## src/rtl/alu_seq_if.sv

```systemverilog
// Command/result handshake bundle for alu_seq: op_sel/a/b in, result/err out.
interface alu_seq_if #(parameter int WIDTH = 4);
    logic                 in_valid;
    logic                 in_ready;
    logic [WIDTH-1:0]     a;
    logic [WIDTH-1:0]     b;
    logic [3:0]           op_sel;
    logic                 out_valid;
    logic                 out_ready;
    logic [2*WIDTH-1:0]   result;
    logic                 err;

    modport master (
        output in_valid, a, b, op_sel, out_ready,
        input  in_ready, out_valid, result, err
    );

    modport slave (
        input  in_valid, a, b, op_sel, out_ready,
        output in_ready, out_valid, result, err
    );
endinterface

```

## src/rtl/alu_seq.sv

```systemverilog
// Handshaked multi-cycle ALU: single-cycle logic/arith, shift-add multiply, restoring divide.
// Divider is built only when ALU_DIV_EN is defined; otherwise ops 3/4 report err like invalid opcodes.
module alu_seq #(
    parameter int WIDTH = 4
) (
    input logic     clk,
    input logic     rst_n,
    alu_seq_if.slave bus
);
    localparam int CW = $clog2(WIDTH) + 1;

    localparam logic [1:0] S_IDLE = 2'd0;
    localparam logic [1:0] S_MUL  = 2'd1;
`ifdef ALU_DIV_EN
    localparam logic [1:0] S_DIV  = 2'd2;
`endif
    localparam logic [1:0] S_DONE = 2'd3;

    logic [1:0]           state;
    logic                 in_ready_q;
    logic [2*WIDTH-1:0]   result_q;
    logic                 err_q;
    logic [CW-1:0]        cnt;

    logic [2*WIDTH-1:0]   mul_acc;
    logic [2*WIDTH-1:0]   mul_cand;
    logic [WIDTH-1:0]     mul_plier;
    logic [2*WIDTH-1:0]   acc_nx;

    logic [2*WIDTH-1:0]   a_ext;
    logic [2*WIDTH-1:0]   b_ext;
    logic [2*WIDTH-1:0]   quick_res;
    logic                 quick_err;
    logic                 accept;

    assign bus.in_ready  = in_ready_q;
    assign bus.out_valid = (state == S_DONE);
    assign bus.result    = result_q;
    assign bus.err       = err_q;

    assign accept = bus.in_valid && in_ready_q;
    assign a_ext  = {{WIDTH{1'b0}}, bus.a};
    assign b_ext  = {{WIDTH{1'b0}}, bus.b};

    always_comb begin
        acc_nx = mul_plier[0] ? (mul_acc + mul_cand) : mul_acc;
    end

`ifdef ALU_DIV_EN
    logic [WIDTH-1:0] div_rem;
    logic [WIDTH-1:0] div_quo;
    logic [WIDTH-1:0] div_sor;
    logic             div_mod;
    logic [WIDTH:0]   rem_sh;
    logic [WIDTH-1:0] rem_nx;
    logic [WIDTH-1:0] quo_nx;
    logic             start_div;

    assign start_div = ((bus.op_sel == 4'd3) || (bus.op_sel == 4'd4)) && (bus.b != '0);

    // Restoring step: dividend bits shift out of the quotient register into the remainder.
    always_comb begin
        rem_sh = {div_rem, div_quo[WIDTH-1]};
        quo_nx = {div_quo[WIDTH-2:0], 1'b0};
        rem_nx = rem_sh[WIDTH-1:0];
        if (rem_sh >= {1'b0, div_sor}) begin
            rem_nx = WIDTH'(rem_sh - {1'b0, div_sor});
            quo_nx = {div_quo[WIDTH-2:0], 1'b1};
        end
    end
`endif

    always_comb begin
        quick_res = '0;
        quick_err = 1'b0;
        case (bus.op_sel)
            4'd0:  quick_res = a_ext + b_ext;
            4'd1:  quick_res = a_ext - b_ext;
            4'd2:  quick_res = '0;
`ifdef ALU_DIV_EN
            4'd3: begin
                if (bus.b == '0) begin
                    quick_res = '1;
                    quick_err = 1'b1;
                end
            end
            4'd4: begin
                if (bus.b == '0) begin
                    quick_res = a_ext;
                    quick_err = 1'b1;
                end
            end
`endif
            4'd5:  quick_res = {{WIDTH{1'b0}}, bus.a & bus.b};
            4'd6:  quick_res = {{WIDTH{1'b0}}, bus.a | bus.b};
            4'd7:  quick_res = {{WIDTH{1'b0}}, bus.a ^ bus.b};
            4'd8:  quick_res = {{WIDTH{1'b0}}, ~(bus.a ^ bus.b)};
            4'd9:  quick_res = {{WIDTH{1'b0}}, ~bus.a};
            4'd10: quick_res = {{WIDTH{1'b0}}, ~bus.b};
            4'd11: quick_res = a_ext << bus.b;
            4'd12: quick_res = a_ext >> bus.b;
            default: quick_err = 1'b1;
        endcase
    end

    always_ff @(posedge clk or negedge rst_n) begin
        if (!rst_n) begin
            state      <= S_IDLE;
            in_ready_q <= 1'b0;
            result_q   <= '0;
            err_q      <= 1'b0;
            cnt        <= '0;
            mul_acc    <= '0;
            mul_cand   <= '0;
            mul_plier  <= '0;
`ifdef ALU_DIV_EN
            div_rem    <= '0;
            div_quo    <= '0;
            div_sor    <= '0;
            div_mod    <= 1'b0;
`endif
        end else begin
            case (state)
                S_IDLE: begin
                    in_ready_q <= 1'b1;
                    if (accept) begin
                        in_ready_q <= 1'b0;
                        cnt        <= CW'(WIDTH - 1);
                        if (bus.op_sel == 4'd2) begin
                            mul_acc   <= '0;
                            mul_cand  <= a_ext;
                            mul_plier <= bus.b;
                            state     <= S_MUL;
                        end
`ifdef ALU_DIV_EN
                        else if (start_div) begin
                            div_rem <= '0;
                            div_quo <= bus.a;
                            div_sor <= bus.b;
                            div_mod <= (bus.op_sel == 4'd4);
                            state   <= S_DIV;
                        end
`endif
                        else begin
                            result_q <= quick_res;
                            err_q    <= quick_err;
                            state    <= S_DONE;
                        end
                    end
                end
                S_MUL: begin
                    mul_acc   <= acc_nx;
                    mul_cand  <= mul_cand << 1;
                    mul_plier <= mul_plier >> 1;
                    cnt       <= cnt - 1'b1;
                    if (cnt == '0) begin
                        result_q <= acc_nx;
                        err_q    <= 1'b0;
                        state    <= S_DONE;
                    end
                end
`ifdef ALU_DIV_EN
                S_DIV: begin
                    div_rem <= rem_nx;
                    div_quo <= quo_nx;
                    cnt     <= cnt - 1'b1;
                    if (cnt == '0) begin
                        result_q <= div_mod ? {{WIDTH{1'b0}}, rem_nx} : {{WIDTH{1'b0}}, quo_nx};
                        err_q    <= 1'b0;
                        state    <= S_DONE;
                    end
                end
`endif
                S_DONE: begin
                    if (bus.out_ready) begin
                        state      <= S_IDLE;
                        in_ready_q <= 1'b1;
                    end
                end
                default: begin
                    state      <= S_IDLE;
                    in_ready_q <= 1'b0;
                end
            endcase
        end
    end
endmodule
```

## src/flat_wrapper.sv

```systemverilog
// flat-port wrapper written by rule: the top's interface ports become plain ports
module alu_seq_flat 
#(
    parameter int WIDTH = 4
)
  (clk, rst_n, bus_in_valid, bus_a, bus_b, bus_op_sel, bus_out_ready, bus_in_ready, bus_out_valid, bus_result, bus_err);
  alu_seq_if #(.WIDTH(WIDTH)) bus_i ();
  input logic clk;
  input logic rst_n;
  input wire logic [$bits(bus_i.in_valid)-1:0] bus_in_valid;
  input wire logic [$bits(bus_i.a)-1:0] bus_a;
  input wire logic [$bits(bus_i.b)-1:0] bus_b;
  input wire logic [$bits(bus_i.op_sel)-1:0] bus_op_sel;
  input wire logic [$bits(bus_i.out_ready)-1:0] bus_out_ready;
  output wire logic [$bits(bus_i.in_ready)-1:0] bus_in_ready;
  output wire logic [$bits(bus_i.out_valid)-1:0] bus_out_valid;
  output wire logic [$bits(bus_i.result)-1:0] bus_result;
  output wire logic [$bits(bus_i.err)-1:0] bus_err;
  assign bus_i.in_valid = bus_in_valid;
  assign bus_i.a = bus_a;
  assign bus_i.b = bus_b;
  assign bus_i.op_sel = bus_op_sel;
  assign bus_i.out_ready = bus_out_ready;
  assign bus_in_ready = bus_i.in_ready;
  assign bus_out_valid = bus_i.out_valid;
  assign bus_result = bus_i.result;
  assign bus_err = bus_i.err;
  alu_seq #(.WIDTH(WIDTH)) u_core (.clk(clk), .rst_n(rst_n), .bus(bus_i));
endmodule
```

## config.mk

```make
export PLATFORM = sky130hd
export DESIGN_NAME = alu_seq_flat
export DESIGN_NICKNAME = d
export VERILOG_FILES = /design/src/rtl/alu_seq_if.sv /design/src/rtl/alu_seq.sv /design/src/flat_wrapper.sv
export SDC_FILE = /design/constraint.sdc
export NUM_CORES = 1
export LEC_CHECK = 0
export ABC_CLOCK_PERIOD_IN_PS = 2920
export CORE_MARGIN = 4
export CORE_UTILIZATION = 59
export CTS_CLUSTER_DIAMETER = 120
export CTS_CLUSTER_SIZE = 14
export DETAILED_ROUTE_END_ITERATION = 8
export GPL_TIMING_DRIVEN = 1
export HOLD_SLACK_MARGIN = 0.08
export PLACE_DENSITY = 0.91
export SLEW_MARGIN = 20
export SYNTH_ARGS = -nofsm -noshare
export SYNTH_HDL_FRONTEND = slang
export SYNTH_SLANG_ARGS = --single-unit
```

## constraint.sdc

```tcl
create_clock -name clk -period 2.92 [get_ports clk]
set_clock_uncertainty 0.1 [all_clocks]
set_input_delay 0.438 -clock clk [delete_from_list [all_inputs] [get_ports clk]]
set_output_delay 0.438 -clock clk [all_outputs]
set_load 0.01 [all_outputs]
```

==> run_1/layer_met1.png <==
The bar under the picture is 20 um long. Supply wires on this layer in grey.
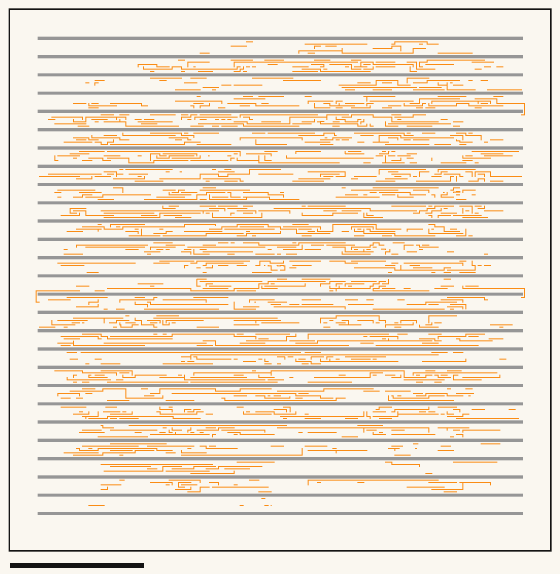
nets with wire on the layer = 400
share of all routed wire = 41%
longest straight run = 36.8 um
wire length on this layer = 3570 um

==> run_1/layer_met2.png <==
The bar under the picture is 20 um long.
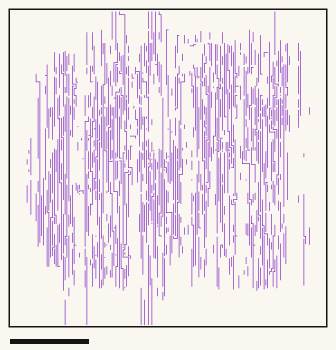
share of all routed wire = 48%
main direction = vertical
longest straight run = 40.9 um
nets with wire on the layer = 378
GR met2 Demand/Resource: 47.4%
vias post-DR: 2982

==> run_1/layer_met3.png <==
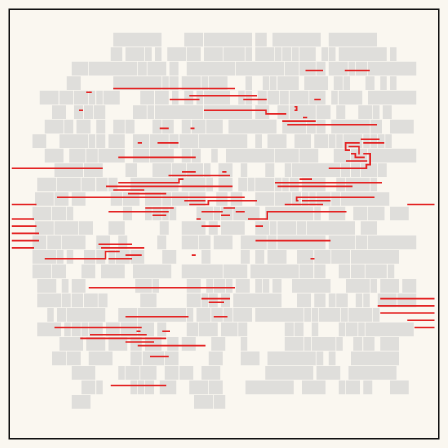
main direction = horizontal
wire length on this layer = 633 um
nets with wire on the layer = 65
share of all routed wire = 7.3%

-- run 1: final timing paths --
path                       depth (start not counted)              endpoint                start
min                                                2   u_core.mul_plier[3]  u_core.mul_plier[3]
max in group asynchronous                          2    u_core.mul_cand[3]                rst_n
max                                                9  u_core.bus.result[4]             bus_b[0]
min in group asynchronous                          2   u_core.bus.in_ready                rst_n
max reg2reg                                        7     u_core.mul_acc[7]   u_core.mul_cand[4]
min reg2reg                                        2   u_core.mul_plier[3]  u_core.mul_plier[3]
-- run 1: state kept, by name (all words and copies together) (netlist names) --
signal and flops:
u_core.mul_plier 4, u_core.bus.in_ready 1, u_core.state 2, u_core.cnt 3
u_core.bus.err 1, u_core.bus.result 8, u_core.mul_cand 8, u_core.mul_acc 8
==> summary.txt, run 1 <==
row cnt - 26
flip-flop and latch power - 0.826 mW
most numerous logic cells after layout - nand2_1, dfrtp_1, buf_4, ha_1, clkdlybuf4s50_1
io pins - 27
initial antenna violation count - 0
Post-synth EDFFs - 0
gpl congestion - 1.03
Synth logic family - AND-OR/OR-AND gates
Reg area - 876 um2
Fin. Hold Viols - 0
largest net degree at the start of global routing - 36
total CTS buffers - 5
Mapped Cells - 362
Post-Synth XOR/XNOR Area - 1.13%
TAP cells - 70
Buffers on Ports - 26
CTS max path bufs - 2
Gate Area - 2030 um2
fin cells - 478
RSZ-0062 raised after global routing - false
CTS Sinks - 35
routed length on met3 - 633 um
num sequential - 35
slew at the pin closest to its max-slew limit - 507 ps
Post-synth top cells - nand2_1, dfrtp_1, ha_1, a21oi_1, mux2i_1
Post-route DRC - 0
crit share post-route - 85.3%
GR Overflow Total - 0
CTS tree - done
routed vias/inst - 6.24
Placed Cells - 470
Setup CP Type - in2reg
Leading cell kind - logic gates
Global Route met1 Usage - 35.2%
DPL Wire Length - 6.54 mm
Final WS setup - 428 ps
CP Capture Type - flop
grt peak-use layer - met2
Crit path largest cell delay - 460 ps
Chip Area - 6460 um2
syn avg cell area - 8.54 um2
outcome - complete, no violations
final WL - 8.66 mm
GR Util All Layers - 28.3%
post-CTS setup repair buffer count - 0
Combinational Power Share - 55.6%
Post-synth ARST share - 100%
fin area - 3670 um2
layout cells sized above 1 - 14.0%
Hold WS - 396 ps
Final Core Density - 71.9%
Max-slew headroom - 66.2%
non-clock buffer count - 58
Resized cells post-CTS - 0
Multiplexer share - 7.89%
Synth Cell Area - 3090 um2
Post-Synth AOI/OAI Area - 24.0%
Leakage - 1.73 nW
yosys cell count - 362
Max FO, Critical Path - 3
Detail Route Antenna Nets - 0
hold_buf cts - 0
Worst EP arrival - 2550 ps
CTS H-tree depth - 2
Clock power frac - 13.1%
Distinct cells, synth - 70
Final setup violation count - 0
Initial Util - 60.5%
Setup TNS - 0 ps
met2 wire len - 4.15 mm
Seq pwr share - 31.3%
vias in the first global route - 2926
fin nets - 452
top post-synthesis cells by area - dfrtp_1, ha_1, mux2i_1
largest power group - combinational cells
count leader, synth - nand2_1
CP bufs+invs - 1
flop share of the area - 23.9%
power per cell area - 718 nW/um2
wire per inst - 18.1 um
M1 wire length - 3.57 mm
MI comb cells - 285
switching pwr - 1.18 mW
sequential share of the synthesized area - 28.3%
Req. time, crit path - 2980 ps
# diodes - 0
yosys adder share - 12.5%
Initial DRT Pass Iterations - 5
Slew Viols, Final - 0
CLK BUF - 7
max layer used - met4
pre-CTS WS - 144 ps
P&R area growth vs syn - 18.8%
Layout clock area frac - 2.21%
main flop type - dfrtp_1
Worst path top cell family by delay - AND-OR/OR-AND gates
inverter count - 22
post-synth top area share - 28.3%
Simple Share, Synth - 20.2%
first-pass GRT wire length - 14.1 mm
flop2flop setup slack - 590 ps
chip area in the Yosys report - 3090 um2
Startpoint Class - input port
Layout non-clock buf frac - 14.0%
Clk. pwr - 0.346 mW
CORE AREA - 5110 um2
==> run 2, diff against run 1 <==
--- a/config.mk
+++ b/config.mk
@@ -5,10 +5,11 @@
 export SDC_FILE = /design/constraint.sdc
 export NUM_CORES = 1
 export LEC_CHECK = 0
+export ABC_AREA = 1
 export ABC_CLOCK_PERIOD_IN_PS = 2920
 export CORE_MARGIN = 4
 export CORE_UTILIZATION = 59
-export CTS_CLUSTER_DIAMETER = 120
+export CTS_CLUSTER_DIAMETER = 60
 export CTS_CLUSTER_SIZE = 14
 export DETAILED_ROUTE_END_ITERATION = 8
 export GPL_TIMING_DRIVEN = 1
==> run_2/layer_met3.png <==
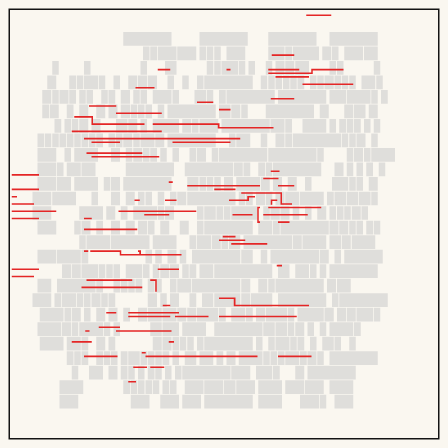
met3 usage: 3.59%
final WL: 8.13 mm
vias post-DR: 3151

==> run 2 against run 1 <==
  * Utilization is 2.2 points lower
  * Register-to-register slack better by 210 ps
  * Clock power is 23% higher
  * Routed wire length is 6.1% lower
  * Synthesized cell count is 27% higher
  * First-iteration DRC count is 47% higher
  * Cell count is 18% higher
  * Flip-flop count stayed put
  * Area after synthesis is 0.49% lower
  * Largest power group unchanged
  * Clock-buffer cell count is 1 lower
  * Critical path depth stayed put
  * Power is 16% higher
==> summary.txt, run 2 <==
fin area - 3540 um2 (-3.7%)
Final WS setup - 558 ps (+130 ps)
Post-Synth AOI/OAI Area - 13.5% (-11 points)
Hold WS - 380 ps (-15.5 ps)
routed vias/inst - 5.61 (-10%)
Slew Viols, Final - 0 (unchanged)
Resized cells post-CTS - 0 (unchanged)
gpl congestion - 1.01 (-1.9%)
wire per inst - 14.5 um (-20%)
outcome - complete, no violations
Max FO, Critical Path - 9 (+6)
most numerous logic cells after layout - nand2_1, inv_1, nand3_1, nor2_1, dfrtp_1
CP bufs+invs - 1 (unchanged)
Hold Path Sink - u_core.bus.err
hold_sp - u_core.bus.err
Startpoint Class - input port
Final Core Density - 69.7% (-2.2 points)
Leakage - 1.81 nW (+4.6%)
Post-synth ARST share - 100% (unchanged)
hold_buf cts - 0 (unchanged)
CP Capture Type - flop
DPL Wire Length - 6.15 mm (-5.9%)
Max-slew headroom - 70.0% (+3.8 points)
Max Freq - 423 MHz
Initial DRT Pass Iterations - 5 (unchanged)
Worst Reg-to-Reg Cells - 10 (+3)
initial antenna violation count - 0 (unchanged)
Crit path depth - 9 (unchanged)
fin cells - 562 (+18%)
max cap viols - 0
yosys cell count - 460 (+27%)
CTS H-tree depth - 2 (unchanged)
Chip Area - 6430 um2 (-0.43%)
GR met2 Demand/Resource - 46.4% (-1.1 points)
Synthesis Warnings - 0
crit path capture - u_core.bus.result[4]
Worst Setup SP - bus_b[0]
Req. time, crit path - 3000 ps (+20 ps)
CTS max path bufs - 2 (unchanged)
Placed Cells - 555 (+18%)
CTS tree - done
Mapped Cells - 460 (+27%)
Setup TNS - 0 ps (unchanged)
top post-synthesis cells by area - dfrtp_1, nand2_1, ha_1
sequential share of the synthesized area - 28.5% (+0.14 points)
Worst path top cell family by delay - adder cells
chip area in the Yosys report - 3080 um2 (-0.49%)
syn avg cell area - 6.69 um2 (-22%)
first-pass GRT wire length - 13.8 mm (-2.5%)
Simple Share, Synth - 35.2% (+15 points)
worst flop-to-flop path endpoint - u_core.bus.result[3]
# diodes - 0 (unchanged)
Initial Util - 60.6% (+0.092 points)
GR Overflow Total - 0 (unchanged)
grt peak-use layer - met2
Post-Synth XOR/XNOR Area - 1.42% (+0.29 points)
post-CTS setup repair buffer count - 0 (unchanged)
Worst EP arrival - 2440 ps (-110 ps)
crit share post-route - 80.9% (-4.5 points)
Detail Route Antenna Nets - 0 (unchanged)
pre-CTS WS - 261 ps (+116 ps)
layout cells sized above 1 - 7.93% (-6.0 points)
Multiplexer share - 0% (-7.9 points)
post-synth top area share - 28.5% (+0.14 points)
P&R area growth vs syn - 15.0%
Post-route DRC - 0 (unchanged)
slew at the pin closest to its max-slew limit - 450 ps (-56.9 ps)
count leader, synth - nand2_1
total CTS buffers - 5 (unchanged)
Synth Cell Area - 3080 um2 (-0.49%)
CORE AREA - 5070 um2 (-0.64%)
io pins - 27 (unchanged)
Synth logic family - simple AND/OR/NAND/NOR gates
RR Startpoint - u_core.state[0]
Commonest Layout Cell - nand2_1
main flop type - dfrtp_1
Buffers on Ports - 26 (unchanged)
RSZ-0062 raised after global routing - false
row cnt - 26 (unchanged)
Final setup violation count - 0 (unchanged)
Distinct cells, synth - 36 (-49%)
==> run_2/layer_met1.png <==
The bar under the picture is 20 um long. Supply wires on this layer in grey.
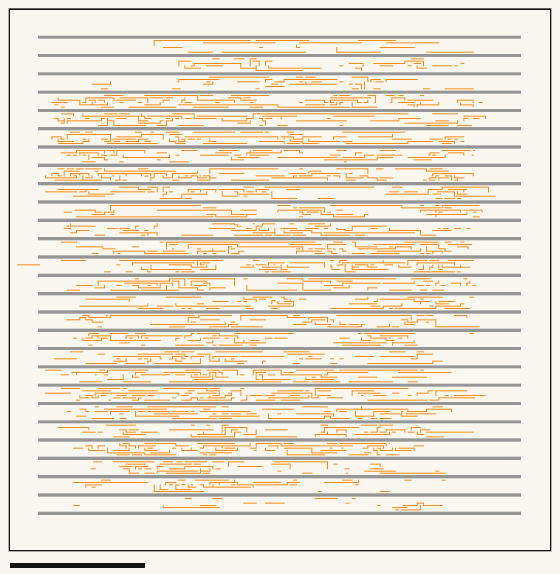
nets with wire on the layer = 489
longest straight run = 23.0 um
main direction = horizontal
share of all routed wire = 40%
Global Route met1 Usage: 34.0%

==> run 2: where the power goes <==
group          leakage (nW)  internal (mW)  switching, mW
clock network        0.0513          0.250          0.175
registers             0.440          0.691          0.158
logic                  1.32          0.678           1.12
==> run 2: layout make-up <==
cell class	instances	area (um2)	share of cell area, %
clock buffers	6	72.6	2.05
inverters	54	203	5.73
clock inverters	1	30.0	0.849
multi-input cells	359	1920	54.4
repair buffers	37	343	9.70
well taps	70	87.6	2.48
flip-flops and latches	35	876	24.8
==> run 2: layer usage <==
| metal | vias up | share of wire (%) |
|---|---|---|
| met3 | 28 | 6.2 |
| li1 | 1549 | - |
| met4 | 0 | 3.9 |
| met2 | 135 | 50 |
| met1 | 1439 | 40 |
| met5 | - | 0 |
==> run 3, diff against run 2 <==
--- a/config.mk
+++ b/config.mk
@@ -6,15 +6,15 @@
 export NUM_CORES = 1
 export LEC_CHECK = 0
 export ABC_AREA = 1
-export ABC_CLOCK_PERIOD_IN_PS = 2920
+export ABC_CLOCK_PERIOD_IN_PS = 2100
 export CORE_MARGIN = 4
-export CORE_UTILIZATION = 59
+export CORE_UTILIZATION = 53
 export CTS_CLUSTER_DIAMETER = 60
 export CTS_CLUSTER_SIZE = 14
 export DETAILED_ROUTE_END_ITERATION = 8
 export GPL_TIMING_DRIVEN = 1
 export HOLD_SLACK_MARGIN = 0.08
-export PLACE_DENSITY = 0.91
+export PLACE_DENSITY = 0.87
 export SLEW_MARGIN = 20
 export SYNTH_ARGS = -nofsm -noshare
 export SYNTH_HDL_FRONTEND = slang
==> constraint.sdc (replaced) <==
create_clock -name clk -period 2.1 [get_ports clk]
set_clock_uncertainty 0.1 [all_clocks]
set_input_delay 0.315 -clock clk [delete_from_list [all_inputs] [get_ports clk]]
set_output_delay 0.315 -clock clk [all_outputs]
set_load 0.01 [all_outputs]
==> run_3/layer_met2.png <==
The bar under the picture is 20 um long.
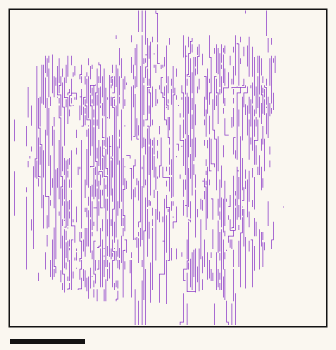
main direction = vertical
nets with wire on the layer = 457

==> run 3 against run 2 <==
  * Power up 44%
  * Clock-buffer cell count unchanged
  * Critical endpoint is now u_core.bus.result[2]
  * Global-route usage down 3.4 points
==> summary.txt, run 3 <==
outcome - complete, no violations
Startpoint Class - flop
Hold WS - 340 ps (-40.1 ps)
pre-CTS WS - -240 ps (-500 ps)
Chip Area - 7090 um2 (+10%)
Worst Reg-to-Reg Cells - 7 (-3)
total CTS buffers - 5 (unchanged)
crit share post-route - 95.4%
Resized cells post-CTS - 1 (+1)
count leader, synth - nand2_1
CORE AREA - 5570 um2 (+9.8%)
# diodes - 0 (unchanged)
GR Overflow Total - 0 (unchanged)
GR met2 Demand/Resource - 40.7% (-5.6 points)
max cap viols - 0 (unchanged)
RSZ-0062 raised after global routing - true
Req. time, crit path - 2170 ps (-830 ps)
Distinct cells, synth - 36 (unchanged)
Placed Cells - 588 (+5.9%)
crit path capture - u_core.bus.result[2]
RR Startpoint - u_core.mul_cand[0]
grt peak-use layer - met2
slew at the pin closest to its max-slew limit - 451 ps (+0.880 ps)
Post-Synth AOI/OAI Area - 13.5% (unchanged)
syn avg cell area - 6.69 um2 (unchanged)
routed length on met3 - 445 um (-11%)
initial antenna violation count - 0 (unchanged)
gpl congestion - 0.953 (-5.8%)
chip area in the Yosys report - 3080 um2 (unchanged)
yosys cell count - 460 (unchanged)
post-CTS setup repair buffer count - 0 (unchanged)
Global Route met1 Usage - 29.2% (-4.8 points)
P&R area growth vs syn - 24.0%
Detail Route Antenna Nets - 0 (unchanged)
layout cells sized above 1 - 14.9% (+7.0 points)
first-pass GRT wire length - 14.0 mm (+1.6%)
Initial Util - 55.2% (-5.4 points)
Final WS setup - 96.8 ps (-462 ps)
CP Capture Type - flop
Crit path depth - 7 (-2)
sequential share of the synthesized area - 28.5% (unchanged)
row cnt - 27 (+3.8%)
post-synth top area share - 28.5% (unchanged)
Worst path top cell family by delay - adder cells
fin area - 3810 um2 (+7.9%)
top post-synthesis cells by area - dfrtp_1, nand2_1, ha_1
main flop type - dfrtp_1
Max-slew headroom - 69.9% (about the same)
Max Freq - 499 MHz
CTS max path bufs - 2 (unchanged)
CP bufs+invs - 0 (-1)
Max FO, Critical Path - 4 (-5)
worst flop-to-flop path endpoint - u_core.bus.result[2]
most numerous logic cells after layout - nand2_1, inv_1, nand3_1, nor2_1, buf_4
Synth logic family - simple AND/OR/NAND/NOR gates
io pins - 27 (unchanged)
Final Core Density - 68.4% (-1.2 points)
CTS tree - done
Buffers on Ports - 26 (unchanged)
max layer used - met4
fin cells - 596 (+6.0%)
==> run_3/layer_met3.png <==
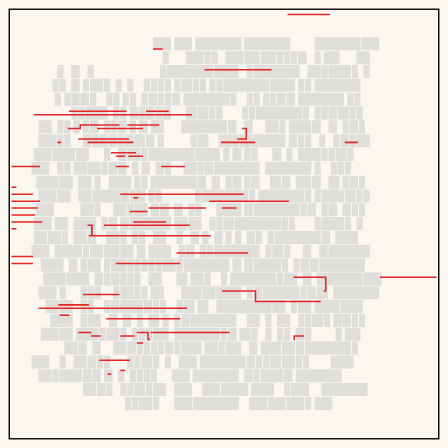
nets with wire on the layer = 44
wire length on this layer = 445 um
final WL: 8.19 mm
met3 usage: 3.63%
vias post-DR: 3207

==> run 3: cell counts after synthesis <==
Identical to the previous run, type by type.
==> run 3: area by class of cell <==
| type | count | area (um2) |
|---|---|---|
| Sequential cell | 35 | 876 |
| Tap cell | 72 | 90.1 |
| Clock buffer | 6 | 82.6 |
| Clock inverter | 2 | 35.0 |
| Inverter | 54 | 203 |
| Multi-Input combinational cell | 359 | 1940 |
| Timing Repair Buffer | 68 | 588 |
| Fill cell | 450 | 1760 |
==> run 3: where the power goes <==
part / leakage (nW) / internal [mW] / switching, mW
clock: 0.0612 / 0.384 / 0.252
sequential: 0.440 / 0.960 / 0.219
combinational: 1.47 / 1.07 / 1.53
total: 1.97 / 2.42 / 2.01

==> layout pictures side by side <==
Routing congestion.
picture 1
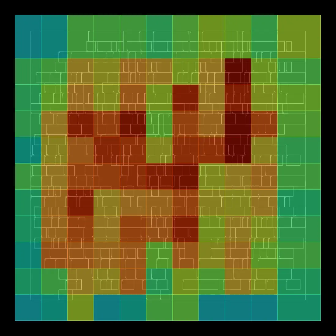
picture 2
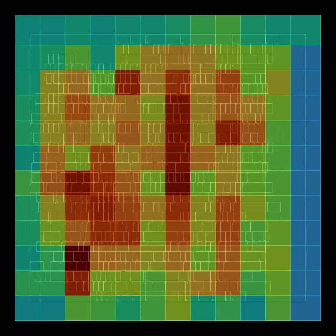
picture 3
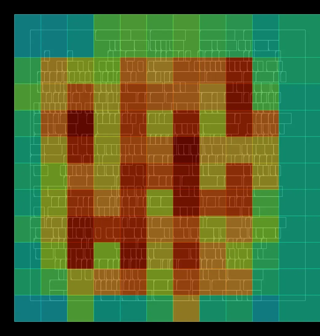
The one with the most wire per cell is picture 1.
- picture 1 = run 1
- picture 2 = run 3
- picture 3 = run 2

Power figures rest on the tool's default switching activity, not on a simulated workload.
